==> config.mk <==
export PLATFORM = sky130hd
export DESIGN_NAME = mult_seq_master
export DESIGN_NICKNAME = d
export VERILOG_FILES = /design/src/rtl/mult_seq_pkg.sv /design/src/rtl/sync_fifo.sv /design/src/rtl/mult_seq_master.sv
export SDC_FILE = /design/constraint.sdc
export NUM_CORES = 1
export LEC_CHECK = 0
export ABC_AREA = 1
export CAP_MARGIN = 20
export CELL_PAD_IN_SITES_DETAIL_PLACEMENT = 1
export CELL_PAD_IN_SITES_GLOBAL_PLACEMENT = 2
export CORE_MARGIN = 4
export CORE_UTILIZATION = 31
export CTS_BUF_LIST = sky130_fd_sc_hd__clkbuf_4 sky130_fd_sc_hd__clkbuf_8
export CTS_CLUSTER_SIZE = 40
export DETAILED_ROUTE_END_ITERATION = 10
export PLACE_DENSITY_LB_ADDON = 0.12
export SYNTH_ARGS = -nofsm -noshare
export SYNTH_HDL_FRONTEND = slang
export SYNTH_SLANG_ARGS = --single-unit
==> constraint.sdc <==
create_clock -name clk -period 2.89 [get_ports clk]
set_input_delay 0.289 -clock clk [delete_from_list [all_inputs] [get_ports clk]]
set_output_delay 0.289 -clock clk [all_outputs]
set_load 0.02 [all_outputs]
==> src/rtl/mult_seq_pkg.sv <==
// Shared constants and types for the multiply/popcount bus-master sequencer.
package mult_seq_pkg;

    localparam logic [15:0] ADDR_A1   = 16'h0380;
    localparam logic [15:0] ADDR_A2   = 16'h0388;
    localparam logic [15:0] ADDR_W    = 16'h0390;
    localparam logic [15:0] ADDR_L    = 16'h0398;
    localparam logic [15:0] ADDR_CTRL = 16'h03A0;

    localparam int STAT_DONE_BIT  = 1;
    localparam int STAT_VALID_BIT = 0;

    typedef enum logic [2:0] {
        ST_IDLE,
        ST_WR_A1,
        ST_WR_A2,
        ST_WR_GO,
        ST_RD_STAT,
        ST_RD_W,
        ST_RD_L,
        ST_RESP
    } state_t;

    typedef enum logic [1:0] {
        PH_SETUP,
        PH_STROBE,
        PH_HOLD
    } phase_t;

    function automatic logic is_write(input state_t s);
        return (s == ST_WR_A1) || (s == ST_WR_A2) || (s == ST_WR_GO);
    endfunction

endpackage

==> src/rtl/sync_fifo.sv <==
// Synchronous FIFO with registered flags and a registered show-ahead head word.
module sync_fifo #(
    parameter int WIDTH = 48,
    parameter int DEPTH = 4
) (
    input  logic             clk,
    input  logic             reset,
    input  logic             push,
    input  logic [WIDTH-1:0] wr_data,
    input  logic             pop,
    output logic [WIDTH-1:0] rd_data,
    output logic             full,
    output logic             empty
);
    localparam int AW = $clog2(DEPTH);

    logic [WIDTH-1:0] mem [DEPTH];
    logic [WIDTH-1:0] rd_data_reg;
    logic [AW-1:0]    wr_ptr_reg, rd_ptr_reg, rd_ptr_next;
    logic [AW:0]      count_reg, count_next;
    logic             full_reg, empty_reg;
    logic             push_ok, pop_ok;

    assign push_ok = push && !full_reg;
    assign pop_ok  = pop && !empty_reg;

    always_comb begin
        rd_ptr_next = rd_ptr_reg;
        if (pop_ok)
            rd_ptr_next = rd_ptr_reg + 1'b1;
        count_next = count_reg;
        case ({push_ok, pop_ok})
            2'b10:   count_next = count_reg + 1'b1;
            2'b01:   count_next = count_reg - 1'b1;
            default: count_next = count_reg;
        endcase
    end

    always_ff @(posedge clk) begin
        if (reset) begin
            wr_ptr_reg <= '0;
            rd_ptr_reg <= '0;
            count_reg  <= '0;
            full_reg   <= 1'b0;
            empty_reg  <= 1'b1;
        end else begin
            if (push_ok)
                wr_ptr_reg <= wr_ptr_reg + 1'b1;
            rd_ptr_reg <= rd_ptr_next;
            count_reg  <= count_next;
            full_reg   <= (count_next == (AW+1)'(DEPTH));
            empty_reg  <= (count_next == '0);
        end
    end

    // Head register tracks the next head slot; a write into that slot bypasses the array.
    always_ff @(posedge clk) begin
        if (push_ok)
            mem[wr_ptr_reg] <= wr_data;
        rd_data_reg <= (push_ok && (wr_ptr_reg == rd_ptr_next)) ? wr_data : mem[rd_ptr_next];
    end

    assign rd_data = rd_data_reg;
    assign full    = full_reg;
    assign empty   = empty_reg;

endmodule

==> src/rtl/mult_seq_master.sv <==
// Sequences buffered operand pairs through the multiply/popcount peripheral's
// register protocol and returns one result per command.
module mult_seq_master
    import mult_seq_pkg::*;
#(
    parameter int CMD_DEPTH  = 4,
    parameter int STROBE_LEN = 2,
    parameter int POLL_LIMIT = 64
) (
    input  logic        clk,
    input  logic        reset,
    input  logic        cmd_valid,
    output logic        cmd_ready,
    input  logic [23:0] cmd_a1,
    input  logic [23:0] cmd_a2,
    output logic        rsp_valid,
    input  logic        rsp_ready,
    output logic [31:0] rsp_w,
    output logic [5:0]  rsp_l,
    output logic        rsp_ovf,
    output logic        rsp_timeout,
    output logic [15:0] saddress,
    output logic        swr,
    output logic        srd,
    output logic [31:0] sdata_wr,
    input  logic [31:0] sdata_rd,
    output logic        busy,
    output logic [15:0] op_count
);
    localparam int CW = (STROBE_LEN > 1) ? $clog2(STROBE_LEN) : 1;
    localparam int PW = $clog2(POLL_LIMIT + 1);

    logic        fifo_full, fifo_empty, fifo_pop;
    logic [47:0] head;

    state_t        state_reg;
    phase_t        phase_reg;
    logic [CW-1:0] strobe_cnt_reg;
    logic [PW-1:0] poll_cnt_reg;
    logic [23:0]   a2_reg;
    logic [15:0]   saddress_reg, op_count_reg;
    logic [31:0]   sdata_wr_reg, rsp_w_reg;
    logic [5:0]    rsp_l_reg;
    logic          swr_reg, srd_reg, busy_reg;
    logic          rsp_valid_reg, rsp_ovf_reg, rsp_timeout_reg;

    sync_fifo #(.WIDTH(48), .DEPTH(CMD_DEPTH)) u_cmd_fifo (
        .clk     (clk),
        .reset   (reset),
        .push    (cmd_valid),
        .wr_data ({cmd_a1, cmd_a2}),
        .pop     (fifo_pop),
        .rd_data (head),
        .full    (fifo_full),
        .empty   (fifo_empty)
    );

    assign fifo_pop = (state_reg == ST_IDLE) && !fifo_empty && !rsp_valid_reg;

    always_ff @(posedge clk) begin
        if (reset) begin
            state_reg       <= ST_IDLE;
            phase_reg       <= PH_SETUP;
            strobe_cnt_reg  <= '0;
            poll_cnt_reg    <= '0;
            a2_reg          <= '0;
            saddress_reg    <= '0;
            sdata_wr_reg    <= '0;
            swr_reg         <= 1'b0;
            srd_reg         <= 1'b0;
            busy_reg        <= 1'b0;
            op_count_reg    <= '0;
            rsp_valid_reg   <= 1'b0;
            rsp_w_reg       <= '0;
            rsp_l_reg       <= '0;
            rsp_ovf_reg     <= 1'b0;
            rsp_timeout_reg <= 1'b0;
        end else begin
            case (state_reg)
                ST_IDLE: begin
                    if (fifo_pop) begin
                        state_reg       <= ST_WR_A1;
                        phase_reg       <= PH_SETUP;
                        busy_reg        <= 1'b1;
                        saddress_reg    <= ADDR_A1;
                        sdata_wr_reg    <= {8'h0, head[47:24]};
                        a2_reg          <= head[23:0];
                        rsp_w_reg       <= '0;
                        rsp_l_reg       <= '0;
                        rsp_ovf_reg     <= 1'b0;
                        rsp_timeout_reg <= 1'b0;
                    end
                end
                ST_RESP: begin
                    if (rsp_ready) begin
                        rsp_valid_reg <= 1'b0;
                        op_count_reg  <= op_count_reg + 16'd1;
                        busy_reg      <= 1'b0;
                        state_reg     <= ST_IDLE;
                    end
                end
                default: begin
                    case (phase_reg)
                        PH_SETUP: begin
                            phase_reg      <= PH_STROBE;
                            strobe_cnt_reg <= '0;
                            if (is_write(state_reg))
                                swr_reg <= 1'b1;
                            else
                                srd_reg <= 1'b1;
                        end
                        PH_STROBE: begin
                            if (strobe_cnt_reg == CW'(STROBE_LEN - 1)) begin
                                swr_reg   <= 1'b0;
                                srd_reg   <= 1'b0;
                                phase_reg <= PH_HOLD;
                            end else begin
                                strobe_cnt_reg <= strobe_cnt_reg + 1'b1;
                            end
                        end
                        PH_HOLD: begin
                            // End of access: sample read data and program the next access.
                            phase_reg <= PH_SETUP;
                            case (state_reg)
                                ST_WR_A1: begin
                                    state_reg    <= ST_WR_A2;
                                    saddress_reg <= ADDR_A2;
                                    sdata_wr_reg <= {8'h0, a2_reg};
                                end
                                ST_WR_A2: begin
                                    state_reg    <= ST_WR_GO;
                                    saddress_reg <= ADDR_CTRL;
                                    sdata_wr_reg <= '0;
                                end
                                ST_WR_GO: begin
                                    state_reg    <= ST_RD_STAT;
                                    poll_cnt_reg <= '0;
                                end
                                ST_RD_STAT: begin
                                    rsp_ovf_reg  <= !sdata_rd[STAT_VALID_BIT];
                                    poll_cnt_reg <= poll_cnt_reg + 1'b1;
                                    if (sdata_rd[STAT_DONE_BIT]) begin
                                        state_reg    <= ST_RD_W;
                                        saddress_reg <= ADDR_W;
                                    end else if (poll_cnt_reg == PW'(POLL_LIMIT - 1)) begin
                                        state_reg       <= ST_RESP;
                                        rsp_valid_reg   <= 1'b1;
                                        rsp_timeout_reg <= 1'b1;
                                        rsp_ovf_reg     <= 1'b0;
                                    end
                                end
                                ST_RD_W: begin
                                    rsp_w_reg    <= sdata_rd;
                                    state_reg    <= ST_RD_L;
                                    saddress_reg <= ADDR_L;
                                end
                                ST_RD_L: begin
                                    rsp_l_reg     <= sdata_rd[5:0];
                                    state_reg     <= ST_RESP;
                                    rsp_valid_reg <= 1'b1;
                                end
                                default: state_reg <= ST_IDLE;
                            endcase
                        end
                        default: phase_reg <= PH_SETUP;
                    endcase
                end
            endcase
        end
    end

    assign cmd_ready   = !fifo_full;
    assign rsp_valid   = rsp_valid_reg;
    assign rsp_w       = rsp_w_reg;
    assign rsp_l       = rsp_l_reg;
    assign rsp_ovf     = rsp_ovf_reg;
    assign rsp_timeout = rsp_timeout_reg;
    assign saddress    = saddress_reg;
    assign swr         = swr_reg;
    assign srd         = srd_reg;
    assign sdata_wr    = sdata_wr_reg;
    assign busy        = busy_reg;
    assign op_count    = op_count_reg;

endmodule

### Placed standard cells

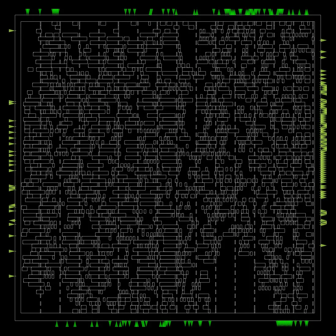
final standard cell count with taps included and fillers excluded: 2297
final core utilization: 0.398

### Register map, names as in the netlist

(3 px per um) Other sequential cells in the stronger grey, the rest of the logic in the fainter grey.
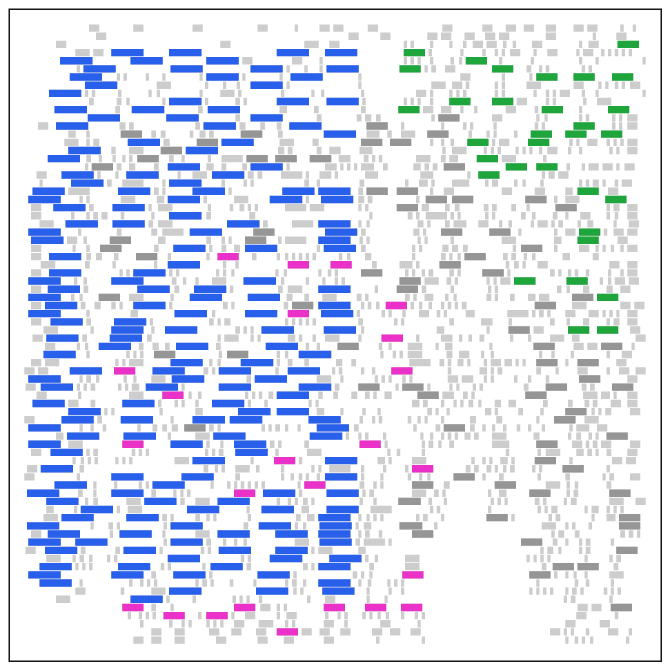
Magenta marks `sdata_wr`, flops 24. Blue marks `u_cmd_fifo.mem`, flops 192. Green marks `rsp_w`, flops 32, where upper right.
Another 80 sequential cells are not coloured.
power of the sequential group: 6130 uW
Flop area: 8490 um^2
flop share of the area: 0.495

==> commit_impl_results.txt <==
Update PnR metrics after Yosys + OpenROAD run

* Top power group: sequential cells
* CTS HTree Levels: 2
* Internal power consumption: 10200 uW
- Result of the run: completed
- Flop pwr share: 0.373
* Number of core rows: 76
- Synthesized area per cell: 9.15 um^2
- The multi-input combinational cells in the finished layout cover a total of 4330 um^2.
- Hold-check failures listed in the final report amount to 0.
- After detailed placement, the design holds a cell count of 2188.
- Met3 demand-to-capacity share in global routing: 0.0324
- After detailed routing, the total wire length is 39600 um.
- The number of hold buffers added after CTS was 0.
* Cell variety after synth: 36
- The cell-mix breakdown from Yosys lists the compound-gate area share as 0.0780.
- For reference, the critical path is captured by u_cmd_fifo.full$_SDFF_PP0_.
- Dividing the final minimum period by the clock period gives 0.733.
- Met2 track utilization from global routing: 0.291
- Path type of the worst setup path: reg2reg
- The analysis attributes to cell leakage a power of 0.00667 uW.
- On the final layout, the worst clock skew is 0.0575 ns.
* GRT met1 Usage: 0.210
### Routed metal per tile

(1.5 px per um) The die is cut into 22 by 22 equal tiles; dark blue is low, red is high, scaled to the fullest tile. Values are wire area over tile area, all layers added.
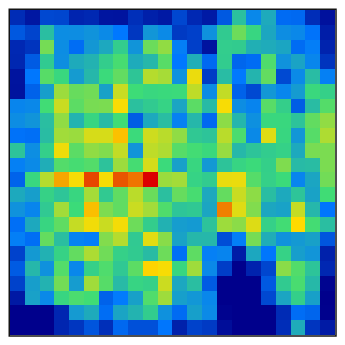
The emptiest ninth of the die: lower right. 30% of the tiles are over half the peak. The fullest tile reaches 0.34. 4.8% of the tiles are nearly empty. The mean over all tiles is 0.13.

### Port wiring

(2 px per um)
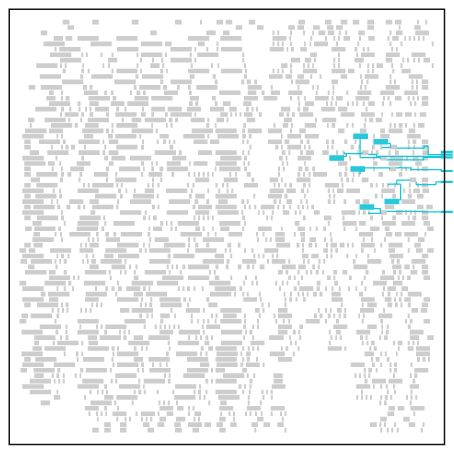
Cyan marks `rsp_l`, bits 6, direction output, edge right, end cells 6, buffers 6, wire 267 um.
IO Count: 193
Port-buffer cells: 174

Power figures rest on the tool's default switching activity, not on a simulated workload.
